<file path="config.mk">
export PLATFORM = sky130hd
export DESIGN_NAME = tdm_demux4
export DESIGN_NICKNAME = d
export VERILOG_FILES = /design/src/rtl/tdm_demux4.sv
export SDC_FILE = /design/constraint.sdc
export NUM_CORES = 1
export LEC_CHECK = 0
export ABC_AREA = 1
export CAP_MARGIN = 10
export CORE_ASPECT_RATIO = 0.9
export CORE_MARGIN = 2
export CORE_UTILIZATION = 40
export DETAILED_ROUTE_END_ITERATION = 10
export PLACE_DENSITY_LB_ADDON = 0.15
export RECOVER_POWER = 25
export SYNTH_ARGS = -nofsm -noshare
export SYNTH_HDL_FRONTEND = slang
export SYNTH_SLANG_ARGS = --single-unit
</file>
<file path="constraint.sdc">
create_clock -name clk -period 3.6 [get_ports clk]
set_clock_uncertainty 0.05 [all_clocks]
set_input_delay 0.72 -clock clk [delete_from_list [all_inputs] [get_ports clk]]
set_output_delay 0.72 -clock clk [all_outputs]
set_load 0.02 [all_outputs]
</file>
<file path="src/rtl/tdm_demux4.sv">
`timescale 1ns/1ps
// tdm_demux4 -- receive side of a 1-bit TDM link.
//
// Locks to the frame-sync marker that accompanies slot 0, collects LANES
// slot bits (one per en strobe) and presents each complete frame as a
// registered parallel word with a one-cycle data_valid pulse. Framing
// violations (early or missing sync) pulse sync_err.
//
// Optional feature macro: TDM_DEMUX_ERRCNT_EN adds err_count, a saturating
// 8-bit count of sync_err pulses.
//
// Ports:
//   clk         rising-edge clock
//   rst_n       asynchronous active-low reset
//   en          slot strobe; data_in/frame_sync sampled only when high
//   data_in     serial slot bit
//   frame_sync  marks the slot-0 bit of each frame
//   data_out    last complete frame, bit i = slot i
//   data_valid  one-cycle pulse when data_out updates
//   select      slot index expected on the next strobe
//   locked      high while frame alignment is held
//   sync_err    one-cycle pulse on a framing violation
//   err_count   (TDM_DEMUX_ERRCNT_EN only) saturating error count
module tdm_demux4 #(
    parameter int LANES = 4,
    localparam int SEL_W = $clog2(LANES)
) (
    input  logic             clk,
    input  logic             rst_n,
    input  logic             en,
    input  logic             data_in,
    input  logic             frame_sync,
    output logic [LANES-1:0] data_out,
    output logic             data_valid,
    output logic [SEL_W-1:0] select,
    output logic             locked,
`ifdef TDM_DEMUX_ERRCNT_EN
    output logic [7:0]       err_count,
`endif
    output logic             sync_err
);

    localparam logic [0:0] HUNT   = 1'b0;
    localparam logic [0:0] LOCKED = 1'b1;

    localparam logic [SEL_W-1:0] SEL_FIRST = SEL_W'(1);
    localparam logic [SEL_W-1:0] SEL_LAST  = SEL_W'(LANES - 1);

    logic [0:0]       state_q, state_d;
    logic [SEL_W-1:0] sel_q, sel_d;
    logic [LANES-1:0] shift_q, shift_d;
    logic [LANES-1:0] dout_q, dout_d;
    logic             valid_q, valid_d;
    logic             err_q, err_d;

    always_comb begin
        state_d = state_q;
        sel_d   = sel_q;
        shift_d = shift_q;
        dout_d  = dout_q;
        valid_d = 1'b0;
        err_d   = 1'b0;

        if (en) begin
            if (state_q == HUNT) begin
                if (frame_sync) begin
                    shift_d[0] = data_in;
                    sel_d      = SEL_FIRST;
                    state_d    = LOCKED;
                end
            end else if (frame_sync && (sel_q != '0)) begin
                // Early sync: the partial frame is dropped and the marker
                // is trusted as the start of a new frame.
                err_d      = 1'b1;
                shift_d[0] = data_in;
                sel_d      = SEL_FIRST;
            end else if (!frame_sync && (sel_q == '0)) begin
                // Missing sync: alignment is lost, re-acquire from HUNT.
                err_d   = 1'b1;
                sel_d   = '0;
                state_d = HUNT;
            end else begin
                shift_d[sel_q] = data_in;
                if (sel_q == SEL_LAST) begin
                    // Last slot goes straight into the output word so the
                    // frame appears one clock after its final strobe.
                    dout_d  = shift_d;
                    valid_d = 1'b1;
                    sel_d   = '0;
                end else begin
                    sel_d = sel_q + SEL_FIRST;
                end
            end
        end
    end

    always_ff @(posedge clk or negedge rst_n) begin
        if (!rst_n) begin
            state_q <= HUNT;
            sel_q   <= '0;
            shift_q <= '0;
            dout_q  <= '0;
            valid_q <= 1'b0;
            err_q   <= 1'b0;
        end else begin
            state_q <= state_d;
            sel_q   <= sel_d;
            shift_q <= shift_d;
            dout_q  <= dout_d;
            valid_q <= valid_d;
            err_q   <= err_d;
        end
    end

`ifdef TDM_DEMUX_ERRCNT_EN
    logic [7:0] ecnt_q, ecnt_d;

    // Counts on the same edge that raises sync_err, saturating at 255.
    always_comb begin
        ecnt_d = ecnt_q;
        if (err_d && (ecnt_q != 8'hFF)) begin
            ecnt_d = ecnt_q + 8'd1;
        end
    end

    always_ff @(posedge clk or negedge rst_n) begin
        if (!rst_n) begin
            ecnt_q <= '0;
        end else begin
            ecnt_q <= ecnt_d;
        end
    end

    assign err_count = ecnt_q;
`endif

    assign data_out   = dout_q;
    assign data_valid = valid_q;
    assign select     = sel_q;
    assign locked     = (state_q == LOCKED);
    assign sync_err   = err_q;

endmodule
</file>
Run 1, met1 routing:
Cells faint in the background.
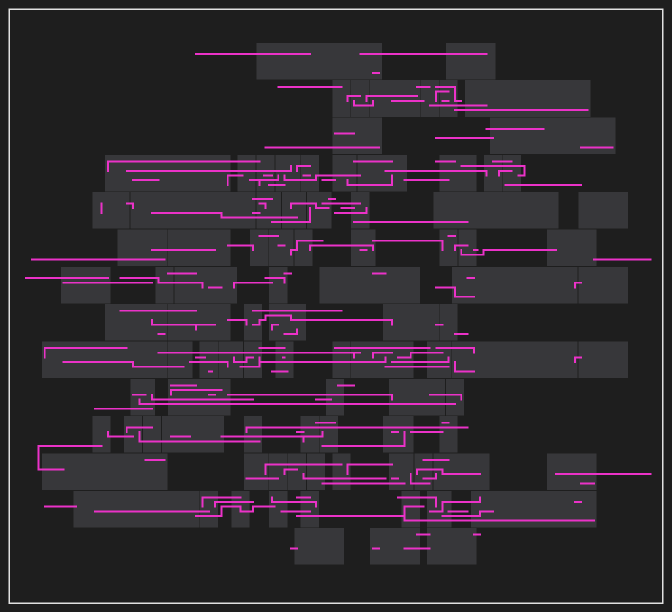
main direction: horizontal
longest straight run: 23.0 µm
share of all routed wire: 51%
nets with wire on the layer: 94
wire length on this layer: 615 µm
via total after detailed routing: 525
met1 Usage GRT: 19.8%
Total Routed Length: 1.20 mm

Run 1, metal 2:
The bar under the picture is 10 µm long.
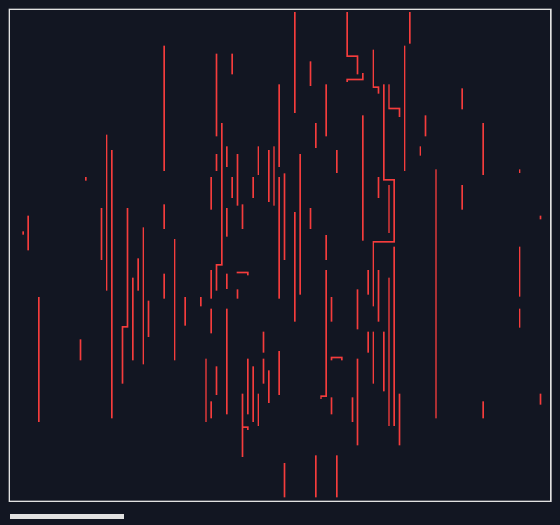
longest straight run: 23.5 µm
share of all routed wire: 42%
main direction: vertical

Run 1, metal 3:
The bar under the picture is 10 µm long.
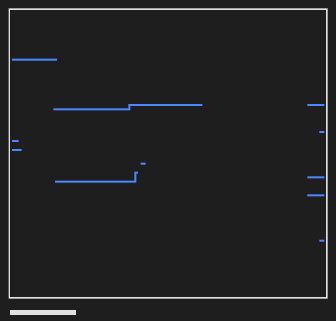
nets with wire on the layer: 9
share of all routed wire: 4.4%

-- run 1: registers in the layout, summed over array words and instances, names as in the netlist --
register    count
data_out        4
data_valid      1
locked          1
select          2
shift_q         3
sync_err        1
-- run 1: path summary, 6_finish.rpt --
path	endpoint	cells after the start	slack, ns	start
min reg2reg	data_out[0]	2	0.42	data_out[0]
max	select[0]	1	1.46	select[0]
min	data_out[0]	2	0.42	data_out[0]
max in group asynchronous	data_out[2]	1	2.33	rst_n
max reg2reg	data_out[2]	8	2.12	select[0]
min in group asynchronous	data_out[1]	1	0.81	rst_n
-- run 1: layout make-up --
cell class                 count  area, µm²  area share (%)
clock buffer                   3       22.5            2.60
inverter                      12       45.0            5.21
multi-input combinational     56        337            38.9
sequential                    12        300            34.7
tap                           24       30.0            3.47
timing repair buffer          13        130            15.1
-- run 1: cell families after synthesis --
group                    Yosys count
AND-OR/OR-AND                      9
adder cells (fa/ha/maj)            6
buffers and inverters             12
flip-flops                        12
AND/OR/NAND/NOR                   41
-- run 1: synthesized netlist by cell type --
cell type                 number
sky130_fd_sc_hd__inv_2         4
sky130_fd_sc_hd__a21oi_1       2
sky130_fd_sc_hd__nor2_8        1
sky130_fd_sc_hd__ha_1          6
sky130_fd_sc_hd__nand2_1      27
sky130_fd_sc_hd__nand2_2       1
sky130_fd_sc_hd__o21ai_1       2
sky130_fd_sc_hd__nor2_1        2
sky130_fd_sc_hd__nand3_2       1
sky130_fd_sc_hd__o21ai_0       5
sky130_fd_sc_hd__dfrtp_1      12
sky130_fd_sc_hd__inv_1         8
sky130_fd_sc_hd__nand3_1       5
sky130_fd_sc_hd__nand4_2       1
sky130_fd_sc_hd__nand2_4       3
-- run 1: power breakdown --
group	switching (W)	internal [W]
Combinational	0.000186	0.000132
Sequential	0.0000343	0.000184
Clock	0.0000418	0.0000387
==> summary.txt, run 1 <==
Results of the full flow below.

Run status:
- The flow ran to the end, and the final reports show no timing, DRC or antenna violations.

Floorplanning:
- According to the floorplan report, the die height is 43.2 µm.
- After floorplanning, the die was sized to cover 0.00205 mm².
- The core region is 0.00163 mm².
- The run gives the count of boundary I/O pins as 14.
- The run puts the cell row count at 14.
- The run gives the effective utilization at floorplan as 41.9%.
- The run puts the overall die width at about 48 µm.

Setup path:
- The run gives the type of the worst setup path as reg2out.
- Per the post-run analysis, buffers plus inverters along the critical path come to 1.
- On the worst path, the slowest cell contributes a delay of between 0.6 and 0.7 ns.
- The run gives the data required time at the worst endpoint as 2.83 ns.
- STA classifies the critical path startpoint as a register.
- The run gives the gate family responsible for the most delay along the worst path as buffers and inverters.
- The run gives the worst path arrival time as about 1.4 ns.
- The worst setup path is captured at an output port.
- The slowest stage of the critical path is the sky130_fd_sc_hd__clkdlybuf4s50_1 cell.
- Listed in order, past its start point the critical path passes clkdlybuf4s50_1.

Place:
- Summed over all nets, the half-perimeter wirelength after detailed placement is roughly 950 µm.
- The run puts the total placed cells including tap cells at 117.
- The run puts the worst setup slack after placement at 1.65 ns.
- The run gives the count of buffers inserted at the top-level ports as 13.
- The run puts the weighted congestion at the end of routability-driven global placement at just under 0.8.
- The run gives the instance area after placement as 842 µm².

Global route:
- The via count of the first global-routing pass was approximately 460.
- The first global-routing pass estimated 1.97 mm of wire.
- The run puts the met2 usage in global routing at 18.6%.
- Recorded from the global router log, the overflow total was 0.
- The run puts the largest net degree at the start of global routing at 13.
- The run gives the initial antenna violation count as 0.
- The global routing stage identified its most utilized layer as met1.
- The run puts the met3 demand-to-capacity share in global routing at 7.66%.

Logic synthesis:
- The run gives the synthesis warning total as 0.
- For reference, simple AND, OR, NAND and NOR cells occupy 31.7% of the area reported after synthesis.
- The run gives the post-synthesis share of cell area spent on full adders, half adders and majority gates as between 10% and 20%.
- The run gives the post-synthesis sequential element count as 12.
- The run gives the biggest area consumer among synthesized cells as sky130_fd_sc_hd__dfrtp_1.
- The run gives the gate count after technology mapping as 80.
- The run gives the post-synthesis compound-gate area fraction as 6.61%.
- The run gives the XOR/XNOR share of the synthesized area as 0%.
- The run puts the mean cell area of the mapped netlist at ~8.5 µm².
- The run gives the synthesized netlist net count as 91.
- The run puts the Yosys chip area at 682 µm².
- Grouping non-sequential cells by family puts the most area in simple AND/OR/NAND/NOR gates.
- The run gives the total standard cell area after synthesis as 682 µm².
- The run puts the number of distinct library cells after synthesis at 15.
- The run puts the number of cell instances after yosys synthesis at 80.
- The portion of synthesized area spent on multiplexers is 0%.
- Sequential cells were found to cover 44.0% of the synthesized design area.
- After synthesis, the cell types taking the most area are sky130_fd_sc_hd__dfrtp_1, sky130_fd_sc_hd__nand2_1, sky130_fd_sc_hd__ha_1.
- The run puts the portion of synthesized cell area occupied by the leading cell type at 44.0%.

STA:
- The run puts the share of the clock period used by the worst path after layout at 59.5%.
- Adding up every negative setup slack in the final design gives 0 ns.
- The run gives the fmax as 0.467 GHz.
- The run puts the final tally of max-slew violations at 0.
- The run gives the final count of hold timing violations as 0.
- Setup repair after global routing left no endpoint under its margin.
- The run puts the setup-violating endpoint count in the final report at 0.
- The run gives the final setup slack of the worst path as 1.46 ns.
- The run gives the worst slew margin relative to its limit as 64.5%.
- The run gives the minimum period implied by the final worst setup slack as between 2 and 2.5 ns.
- The transition time recorded at the tightest slew-check pin is approximately 0.53 ns.
- Across all hold checks on the routed design, the worst slack comes to 0.418 ns.

Finish:
- Counting only logic cells after layout, the most numerous master is sky130_fd_sc_hd__nand2_1.
- The run gives the non-filler instance count after layout as around 120.
- For this run, the share of the core covered by cells in the final layout is 53.1%.
- The run gives the tally of filler cells in the layout as 162.
- Per the cell usage report, the commonest logic cells after layout are sky130_fd_sc_hd__nand2_1, sky130_fd_sc_hd__dfrtp_1, sky130_fd_sc_hd__clkdlybuf4s50_1.
- The run puts the layout net count at roughly 110.
- The run gives the relative area change from synthesis to final layout as 26.8%.
- The run puts the final instance area at 865 µm².
- The run puts the proportion of layout cells with a drive suffix above 1 at 14.6%.
- The run gives the number of diodes as 0.

Clock network:
- TritonCTS built the clock tree.
- The run gives the count of H-tree levels built during CTS as 1.
- The run puts the number of gates resized after cts at 0.
- The run puts the total CTS buffers at 3.
- Counting along the longest clock path gives a buffer depth of 2.
- The run gives the number of clock sinks as 12.
- The run puts the insertion delay to the later sink of the worst-skew pair at ~0.27 ns.
- The run gives the number of buffers inserted for hold repair after clock tree synthesis as 0.
- The run puts the number of buffers inserted by post-CTS setup repair at 0.
- The run puts the clock-pin slew on the worst setup and hold paths at 0.07 ns.

Drt:
- For this block, wires on met1 add up to between 600 and 700 µm.
- The run puts the number of iterations in the first detailed-routing pass at 4.
- Signal routing reaches up to met4.
- The run puts the per-cell routed wire length at 9.98 µm.
- The run puts the routed length on met3 at about 52 µm.
- The run puts the remaining antenna violation count after routing at 0.
- The run puts the detailed route wirelength on metal2 at 503 µm.
- The run puts the detailed-route vias per instance at 4.38.
- The run gives the number of remaining DRC errors as 0.
- The run puts the detailed router's first-iteration violation count at 13.

Power and ir drop:
- The run puts the total power per unit cell area at 713 mW/mm².
- Overall power consumption after layout is estimated at 0.000617 W.
- The run puts the worst ir drop on vdd at 347 µV.
- Per the OpenROAD power report, leakage power amounts to 0.457 nW.

Worst hold path:
- The most critical min-delay path falls under reg2reg.

Flow run:
- The run puts the number of max-cap violations at 0.
- The run gives the OpenROAD warning count as 31.
==> run 1 -> run 2 <==
==> constraint.sdc (replaced) <==
create_clock -name clk -period 2.23 [get_ports clk]
set_clock_uncertainty 0.05 [all_clocks]
set_input_delay 0.446 -clock clk [delete_from_list [all_inputs] [get_ports clk]]
set_output_delay 0.446 -clock clk [all_outputs]
set_load 0.02 [all_outputs]
Run 2, met1 routing:
Cells faint in the background.
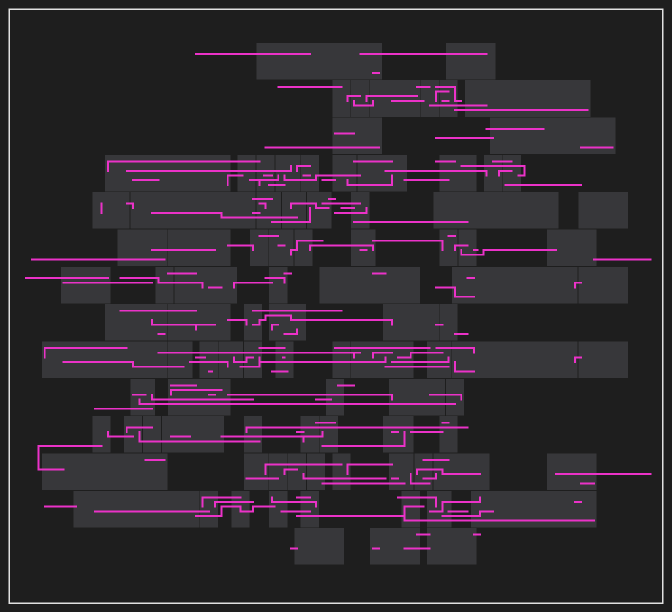
nets with wire on the layer: 94
longest straight run: 23.0 µm
main direction: horizontal
share of all routed wire: 51%

Run 2, wiring heat map:
The bar under the picture is 10 µm long. 10 x 9 tiles, from dark purple (low) to yellow (high), scaled to the fullest tile. Values are wire area over tile area, all layers added.
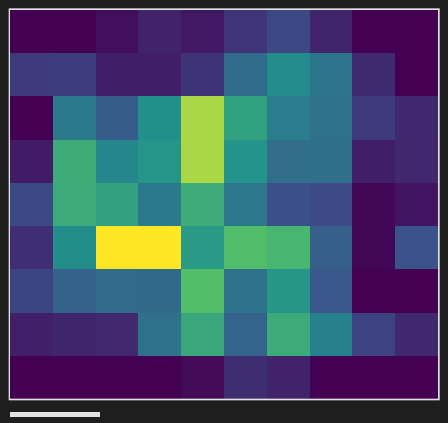
nearly empty tiles: 19%
mean over tiles: 0.093
fullest tile: 0.33
densest ninth of the die: centre
tiles over half the peak: 20%

==> run 2 against run 1 <==
  * First-iteration DRC count unchanged
  * Register-to-register slack lost 1.4 ns
  * Die area unchanged
  * Wire length did not move
  * Largest cell class unchanged
  * Sequential share of layout area unchanged
==> summary.txt, run 2 <==
Results of the full flow below.

Drt:
- The run puts the number of iterations in the first detailed-routing pass at 4 (unchanged).
- The total detailed-routing wirelength is 1.20 mm (unchanged).
- The run puts the number of remaining DRC errors at 0 (unchanged).
- The run puts the detailed-route vias per instance at 4.38 (unchanged).
- The via count of the routed design was 525 (unchanged).

Finish:
- The run puts the share of the final layout cell area in multi-input gates at 38.9% (unchanged).
- The relative area change from synthesis to final layout is 26.8% (unchanged).
- The flop share of the area came to 34.7% (unchanged).
- The run puts the layout clock buffer count at 3 (unchanged).
- The run gives the tally of filler cells in the layout as 162 (unchanged).
- The run puts the number of diodes at 0 (unchanged).
- The library cell used most frequently in the layout, excluding fill and tap cells, is sky130_fd_sc_hd__nand2_1.
- The run puts the final instance area at 865 µm² (unchanged).
- The run puts the number of logic gates at 56 (unchanged).
- The run puts the proportion of layout cells with a drive suffix above 1 at 14.6% (unchanged).
- The most common logic cells in the final layout are sky130_fd_sc_hd__nand2_1, sky130_fd_sc_hd__dfrtp_1, sky130_fd_sc_hd__clkdlybuf4s50_1.
- The run puts the count of non-CTS inverters in the layout at 12 (unchanged).
- The run puts the area taken by flip-flops and latches at 300 µm² (unchanged).
- The run gives the number of sequential cells as 12 (unchanged).
- The flip-flop count of the largest register after layout was 4 (unchanged).
- The clock network area share was 2.60% (unchanged).
- The non-clock buffer count in the final layout came to 13 (unchanged).

Floorplanning:
- The run gives the cell row count as 14 (unchanged).
- The run puts the die area at 0.00205 mm² (unchanged).
- The core area is 0.00163 mm² (unchanged).
- The run puts the inserted tap cell count at 24 (unchanged).
- The effective utilization at floorplan is 41.9% (unchanged).
- The run puts the height of the chip at 43.2 µm (unchanged).

Power and ir drop:
- The run puts the total power per unit cell area at 1150 mW/mm² (+61%).
- The run gives the total power of the final layout as 0.000995 W (+61%).

STA:
- The run puts the share of the clock period used by the worst path after layout at 83.8%.
- The run gives the total negative setup slack as 0 ns (unchanged).
- The run gives the final tally of max-slew violations as 0 (unchanged).
- The run gives the setup-violating endpoint count in the final report as 0 (unchanged).
- Setup repair after global routing left no endpoint under its margin.

Logic synthesis:
- The run gives the mean cell area of the mapped netlist as 8.52 µm² (unchanged).
- The run gives the biggest area consumer among synthesized cells as sky130_fd_sc_hd__dfrtp_1.
- The post-synthesis sequential element count was 12 (unchanged).
- Among the non-sequential cells, simple AND/OR/NAND/NOR gates take the most area.
- By area the synthesized netlist is led by sky130_fd_sc_hd__dfrtp_1, sky130_fd_sc_hd__nand2_1, sky130_fd_sc_hd__ha_1.
- The run gives the number of cell instances after yosys synthesis as 80 (unchanged).
- The number of distinct library cells after synthesis came to 15 (unchanged).
- The run puts the sequential share of the synthesized area at 44.0% (unchanged).
- The run puts the count of flip-flops with a built-in enable after synthesis at 0 (unchanged).
- In the post-synthesis netlist, the cell with the most instances is sky130_fd_sc_hd__nand2_1.
- The run puts the portion of synthesized cell area occupied by the leading cell type at 44.0% (unchanged).
- The Yosys chip area is 682 µm² (unchanged).
- The run gives the post-synthesis compound-gate area fraction as 6.61% (unchanged).
- The synthesized netlist net count was 91 (unchanged).
- The run puts the gate count after technology mapping at 80 (unchanged).
- The run gives the proportion of synthesized flip-flops having asynchronous set or reset as 100% (unchanged).

Worst hold path:
- Note that the worst hold path type here is reg2reg.

Clock network:
- The run gives the number of clock sinks as 12 (unchanged).
- The run gives the number of gates resized after cts as 0 (unchanged).
- The number of buffers inserted for hold repair after clock tree synthesis came to 0 (unchanged).
- The run puts the maximum root-to-sink buffer count at 2 (unchanged).
- TritonCTS built the clock tree.
- The run puts the count of H-tree levels built during CTS at 1 (unchanged).
- The run gives the total CTS buffers as 3 (unchanged).

Global route:
- The run gives the largest net degree at the start of global routing as 13 (unchanged).
- The run gives the wire length of the first global-routing pass as 1.97 mm (unchanged).
- The via count of the first global-routing pass is 455 (unchanged).
- The run puts the initial antenna violation count at 0 (unchanged).

Setup path:
- The run gives the worst path arrival time as 1.37 ns (about the same).
- STA classifies the critical path endpoint as an output port.
- The timing report attributes the biggest portion of critical-path delay to buffers and inverters.
- The run gives the type of the worst setup path as reg2out.
- The run puts the delay of the slowest cell on the worst path at 0.65 ns (about the same).
- STA classifies the critical path startpoint as a register.
- The run puts the data required time at the worst endpoint at 1.73 ns (-1.10 ns).

Flow run:
- The number of max-cap violations came to 0 (unchanged).
- The run puts the OpenROAD warning count at 31 (unchanged).

Run status:
- The flow ran to the end, and the final reports show no timing, DRC or antenna violations.

Place:
- The run gives the HPWL reported at the end of detailed placement as 953 µm (unchanged).
- The instance area after placement came to 842 µm² (unchanged).
## run 2: cell counts in the layout (fill, tap and decap cells not counted)
Identical to the previous run, type by type.
## run 2: per-layer routing
| layer | track usage, % | vias to the layer above | routed length (µm) |
|---|---|---|---|
| li1 | - | 279 | - |
| met1 | 19.8 | 231 | 614 |
| met2 | 18.6 | 11 | 503 |
| met3 | 7.66 | 4 | 52 |
| met4 | 8.33 | 0 | 27 |
| met5 | 0 | - | 0 |
## run 2: per-stage QoR
stage	setup slack, ns	cells
after floorplan	0.774	80
after global placement	0.582	117
after detailed placement	0.554	117
after CTS	0.345	120
after global routing	0.284	120
final	0.361	120
## run 2: power breakdown
group,internal (W),total [W],leakage (nW),switching [W]
sequential,0.000297,0.000352,0.151,0.0000554
clock,0.0000626,0.000130,0.0138,0.0000675
combinational,0.000213,0.000513,0.292,0.000300
total,0.000572,0.000995,0.457,0.000423
## run 2: kinds of logic (layout without fill, tap and decap cells)
| family | count (synthesis) | after routing |
|---|---|---|
| AND/OR/NAND/NOR | 41 | 41 |
| AND-OR/OR-AND | 9 | 9 |
| flip-flops | 12 | 12 |
| buffers and inverters | 12 | 28 |
| adder cells (fa/ha/maj) | 6 | 6 |
## run 2: path summary, 6_finish.rpt
| path | start | end | slack [ns] | depth (start not counted) |
|---|---|---|---|---|
| hold / removal | data_out[0] | data_out[0] | 0.42 | 2 |
| min in group asynchronous | rst_n | data_out[1] | 0.54 | 1 |
| setup reg to reg | select[0] | data_out[2] | 0.75 | 8 |
| hold reg to reg | data_out[0] | data_out[0] | 0.42 | 2 |
| setup / recovery | select[0] | select[0] | 0.36 | 1 |
| max in group asynchronous | rst_n | data_out[2] | 1.24 | 1 |
==> run 2 -> run 3 <==
==> constraint.sdc (replaced) <==
create_clock -name clk -period 1.9 [get_ports clk]
set_clock_uncertainty 0.05 [all_clocks]
set_input_delay 0.38 -clock clk [delete_from_list [all_inputs] [get_ports clk]]
set_output_delay 0.38 -clock clk [all_outputs]
set_load 0.02 [all_outputs]
Run 3, clock wiring as the flow saved it:
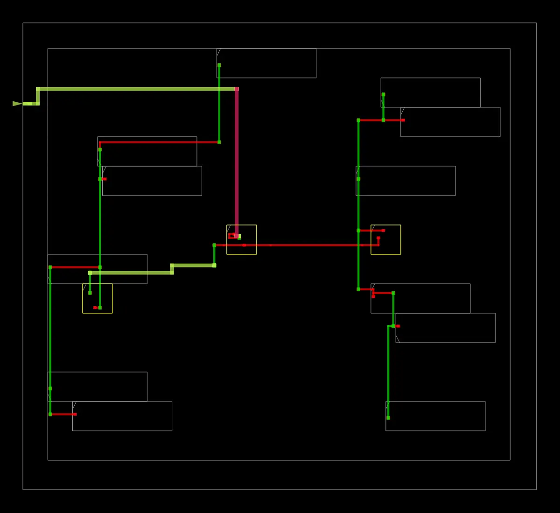
number of clock buffer instances in the layout: 3
clock network latency to the later pin of the worst-skew pair: 0.27 ns

Run 3, metal 2:
The bar under the picture is 10 µm long.
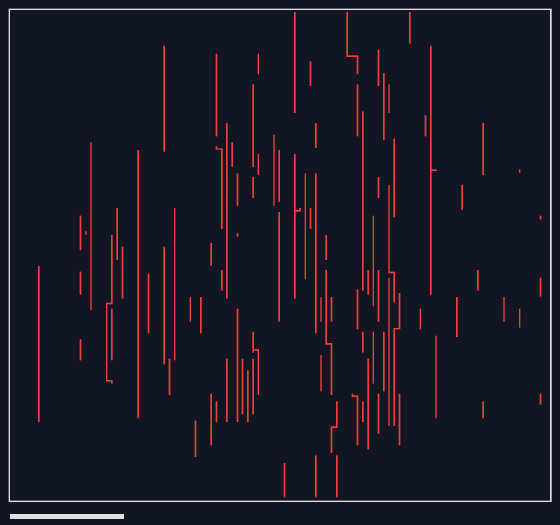
via total after detailed routing: 518
global-route met2 utilization: 19.5%
Total Routed Length: 1.23 mm

==> run 3 against run 2 <==
  * Clock-buffer cell count did not move
  * Register-to-register slack got worse by 0.33 ns
  * Wire length rose by 2.4%
  * Area after synthesis did not move
  * Critical endpoint unchanged
  * Sequential share of layout area did not move
==> summary.txt, run 3 <==
Results of the full flow below.

Clock network:
- The run gives the number of buffers inserted for hold repair after clock tree synthesis as 0 (unchanged).
- The run puts the clock-pin slew on the worst setup and hold paths at 0.07 ns.
- The run gives the root cell of the clock tree as sky130_fd_sc_hd__clkbuf_4.
- The count of H-tree levels built during CTS came to 1 (unchanged).
- TritonCTS built the clock tree.
- The number of clock sinks is 12 (unchanged).
- The maximum root-to-sink buffer count came to 2 (unchanged).
- The run puts the number of buffers inserted by post-CTS setup repair at 0.
- The run puts the number of gates resized after cts at 0 (unchanged).
- The total CTS buffers was 3 (unchanged).

Finish:
- The relative area change from synthesis to final layout was 26.8% (unchanged).
- The run gives the number of diodes as 0 (unchanged).
- Per the cell usage report, the commonest logic cell in the layout is sky130_fd_sc_hd__nand2_1.
- The run puts the flip-flop count of the largest register after layout at 4 (unchanged).
- The non-filler instance count after layout was 120 (unchanged).
- The run gives the utilization after layout as 53.1%.
- The final instance area is 865 µm² (unchanged).
- After the last flow step, the layout net total stands at 109.
- Per the cell usage report, the commonest logic cells after layout are sky130_fd_sc_hd__nand2_1, sky130_fd_sc_hd__dfrtp_1, sky130_fd_sc_hd__clkdlybuf4s50_1.
- The proportion of layout cells with a drive suffix above 1 is 14.6% (unchanged).

STA:
- The run puts the worst hold slack at approximately 0.42 ns.
- The run puts the setup-violating endpoint count in the final report at 0 (unchanged).
- The run puts the final tally of max-slew violations at 0 (unchanged).
- Post-route period utilization is reported as 95.3%.
- The run gives the final setup slack of the worst path as 0.0901 ns (-0.271 ns).
- The run puts the minimum period implied by the final worst setup slack at approximately 1.8 ns.
- The total negative setup slack was 0 ns (unchanged).
- Setup repair after global routing left no endpoint under its margin.
- Endpoints failing hold in the final report were tallied at 0.
- The run puts the actual slew at the worst max-slew pin at 0.527 ns.
- The run puts the fmax at 0.553 GHz.
- In this run the tightest slew margin relative to its limit is 64.7%.

Setup path:
- The worst setup path is of the reg2out kind.
- The worst register-to-register path begins at select[0].
- Traced cell by cell, the critical path runs through clkdlybuf4s50_1.
- The worst setup path is captured at an output port.
- Looking at the critical path, the single cell with the biggest stage delay is sky130_fd_sc_hd__clkdlybuf4s50_1.
- The worst path arrival time came to 1.38 ns (about the same).
- The data required time at the worst endpoint was 1.47 ns (-0.26 ns).
- The run puts the delay of the slowest cell on the worst path at 0.65 ns (about the same).
- Together, buffers and inverters on the worst path number 1.
- The timing report attributes the biggest portion of critical-path delay to buffers and inverters.
- OpenSTA lists the critical path startpoint as select[0].
- STA classifies the critical path startpoint as a register.
- The run gives the maximum fanout count along the critical path as 7.

Place:
- The run puts the HPWL reported at the end of detailed placement at 970 µm (+1.7%).
- The run puts the count of buffers inserted at the top-level ports at 13.
- The run gives the instance area after placement as 842 µm² (unchanged).
- The run gives the weighted congestion at the end of routability-driven global placement as 0.792.
- The worst setup slack after placement is 0.289 ns (-0.264 ns).
- The total placed cells including tap cells is 117 (unchanged).

Logic synthesis:
- The run gives the number of cell instances after yosys synthesis as 80 (unchanged).
- The run gives the sequential share of the synthesized area as 44.0% (unchanged).
- sky130_fd_sc_hd__dfrtp_1 takes more of the synthesized area than any other cell.
- The run gives the total standard cell area after synthesis as 682 µm².
- The main area contributors are sky130_fd_sc_hd__dfrtp_1, sky130_fd_sc_hd__nand2_1, sky130_fd_sc_hd__ha_1.
- The run gives the Yosys chip area as 682 µm² (unchanged).
- The proportion of synthesized flip-flops having asynchronous set or reset was 100% (unchanged).
- The run puts the post-synthesis sequential element count at 12 (unchanged).
- By count the netlist is led by sky130_fd_sc_hd__nand2_1, sky130_fd_sc_hd__dfrtp_1, sky130_fd_sc_hd__inv_1.
- The run puts the mean cell area of the mapped netlist at 8.52 µm² (unchanged).
- The run gives the synthesized netlist net count as 91 (unchanged).
- The run puts the synthesis warning total at 0.
- The gate count after technology mapping was 80 (unchanged).
- The run puts the number of distinct library cells after synthesis at 15 (unchanged).
- The run puts the portion of synthesized cell area occupied by the leading cell type at 44.0% (unchanged).
- The run gives the most frequently used flop master after synthesis as sky130_fd_sc_hd__dfrtp_1.
- The count of flip-flops with a built-in enable after synthesis is 0 (unchanged).
- The run gives the most frequently used cell type in the post-synthesis netlist as sky130_fd_sc_hd__nand2_1.

Global route:
- The initial antenna violation count came to 0 (unchanged).
- The via count of the first global-routing pass is 466 (+2.4%).
- Recorded from the global router log, the overflow total was 0.
- The run puts the met1 routing resource usage after global routing at 19.7% (-0.052 points).
- Global routing consumed, over all layers together, 14.6% of the routing resources.
- The run gives the wire length of the first global-routing pass as 1.97 mm (+0.36%).
- The largest net degree at the start of global routing was 13 (unchanged).
- The run puts the met3 demand-to-capacity share in global routing at 7.66% (unchanged).
- The run gives the layer carrying the most global-route usage as met1.

Flow run:
- The run puts the number of max-cap violations at 0 (unchanged).
- The run gives the OpenROAD warning count as 31 (unchanged).

Run status:
- The run finished with clean final reports.

Worst hold path:
- The min-delay analysis places its worst path in the category reg2reg.
- The startpoint identified for the worst hold timing path is data_out[1].

Floorplanning:
- The die area came to 0.00205 mm² (unchanged).
- The run puts the effective utilization at floorplan at 41.9% (unchanged).
- The run puts the cell row count at 14 (unchanged).
- The run puts the height of the chip at 43.2 µm (unchanged).
- The run gives the count of boundary I/O pins as 14.
- The core area was 0.00163 mm² (unchanged).
- The run puts the overall die width at between 40 and 50 µm.

Drt:
- The run gives the number of iterations in the first detailed-routing pass as 4 (unchanged).
- Dividing the detail-routed wire length by the instance count gives approximately 10 µm.
- The run puts the detailed-route vias per instance at 4.32 (-1.3%).
- The detail route stage leaves a number of antenna-violating nets equal to 0.
- The number of remaining DRC errors is 0 (unchanged).
- The run gives the detailed router's first-iteration violation count as 7.

Power and ir drop:
- The run puts the combinational fraction of design power at 51.8% (+0.3 points).
- The run gives the switching fraction of total power as 42.5% (-0.061 points).
- The total power of the final layout was 0.00117 W (+17%).
- The run gives the clock network fraction of total power as 12.7% (-0.4 points).
- The total power per unit cell area was 1350 mW/mm² (+17%).
- The sequential fraction of design power is 35.4% (about the same).
- The analysis reports a worst IR drop on VDD of 784 µV.
- The run gives the power spent charging and discharging nets as 0.000496 W (+17%).
- The analysis attributes to cell leakage a power of 0.457 nW.
- The run puts the cell internal power dissipation at 0.000672 W (+18%).
run 3: cell counts after synthesis:
No cell type changed its count.
run 3: power by group through the flow:
| stage | clock network, W | logic (W) | registers (W) |
|---|---|---|---|
| final | 0.000149 | 0.000606 | 0.000414 |
| after global placement | 0 | 0.000604 | 0.000418 |
| after floorplan | 0 | 0.000311 | 0.000498 |
| after detailed placement | 0 | 0.000612 | 0.000419 |
| after CTS | 0.000158 | 0.000614 | 0.000415 |
| after global routing | 0.000175 | 0.000674 | 0.000429 |
run 3: cells by family after synthesis:
family                     share of synthesized area, %
AOI/OAI and AO/OA                                  6.61
buffers and inverters                              6.61
DFF                                                44.0
and+or+nand+nor                                    31.7
adders and majority gates                          11.0
run 3: per-layer routing:
metal / vias to the layer above / part of all wire [%]
li1: 280 / -
met1: 226 / 52
met2: 10 / 42
met3: 2 / 4.1
met4: 0 / 1.1
met5: - / 0
run 3: worst paths after layout:
| check | to | slack (ns) | cells past startpoint |
|---|---|---|---|
| setup / recovery | select[0] | 0.09 | 1 |
| hold / removal | data_out[1] | 0.42 | 2 |
| setup reg to reg | data_out[2] | 0.42 | 8 |
| hold reg to reg | data_out[1] | 0.42 | 2 |
| max in group asynchronous | data_out[2] | 0.97 | 1 |
| min in group asynchronous | data_out[1] | 0.48 | 1 |
run 3: final cells by class:
class                           instances  area (µm²)
Fill cell                             161         764
Multi-Input combinational cell         56         337
Sequential cell                        12         300
Timing Repair Buffer                   13         130
Inverter                               12        45.0
Tap cell                               24        30.0
Clock buffer                            3        22.5
Power figures rest on the tool's default switching activity, not on a simulated workload.
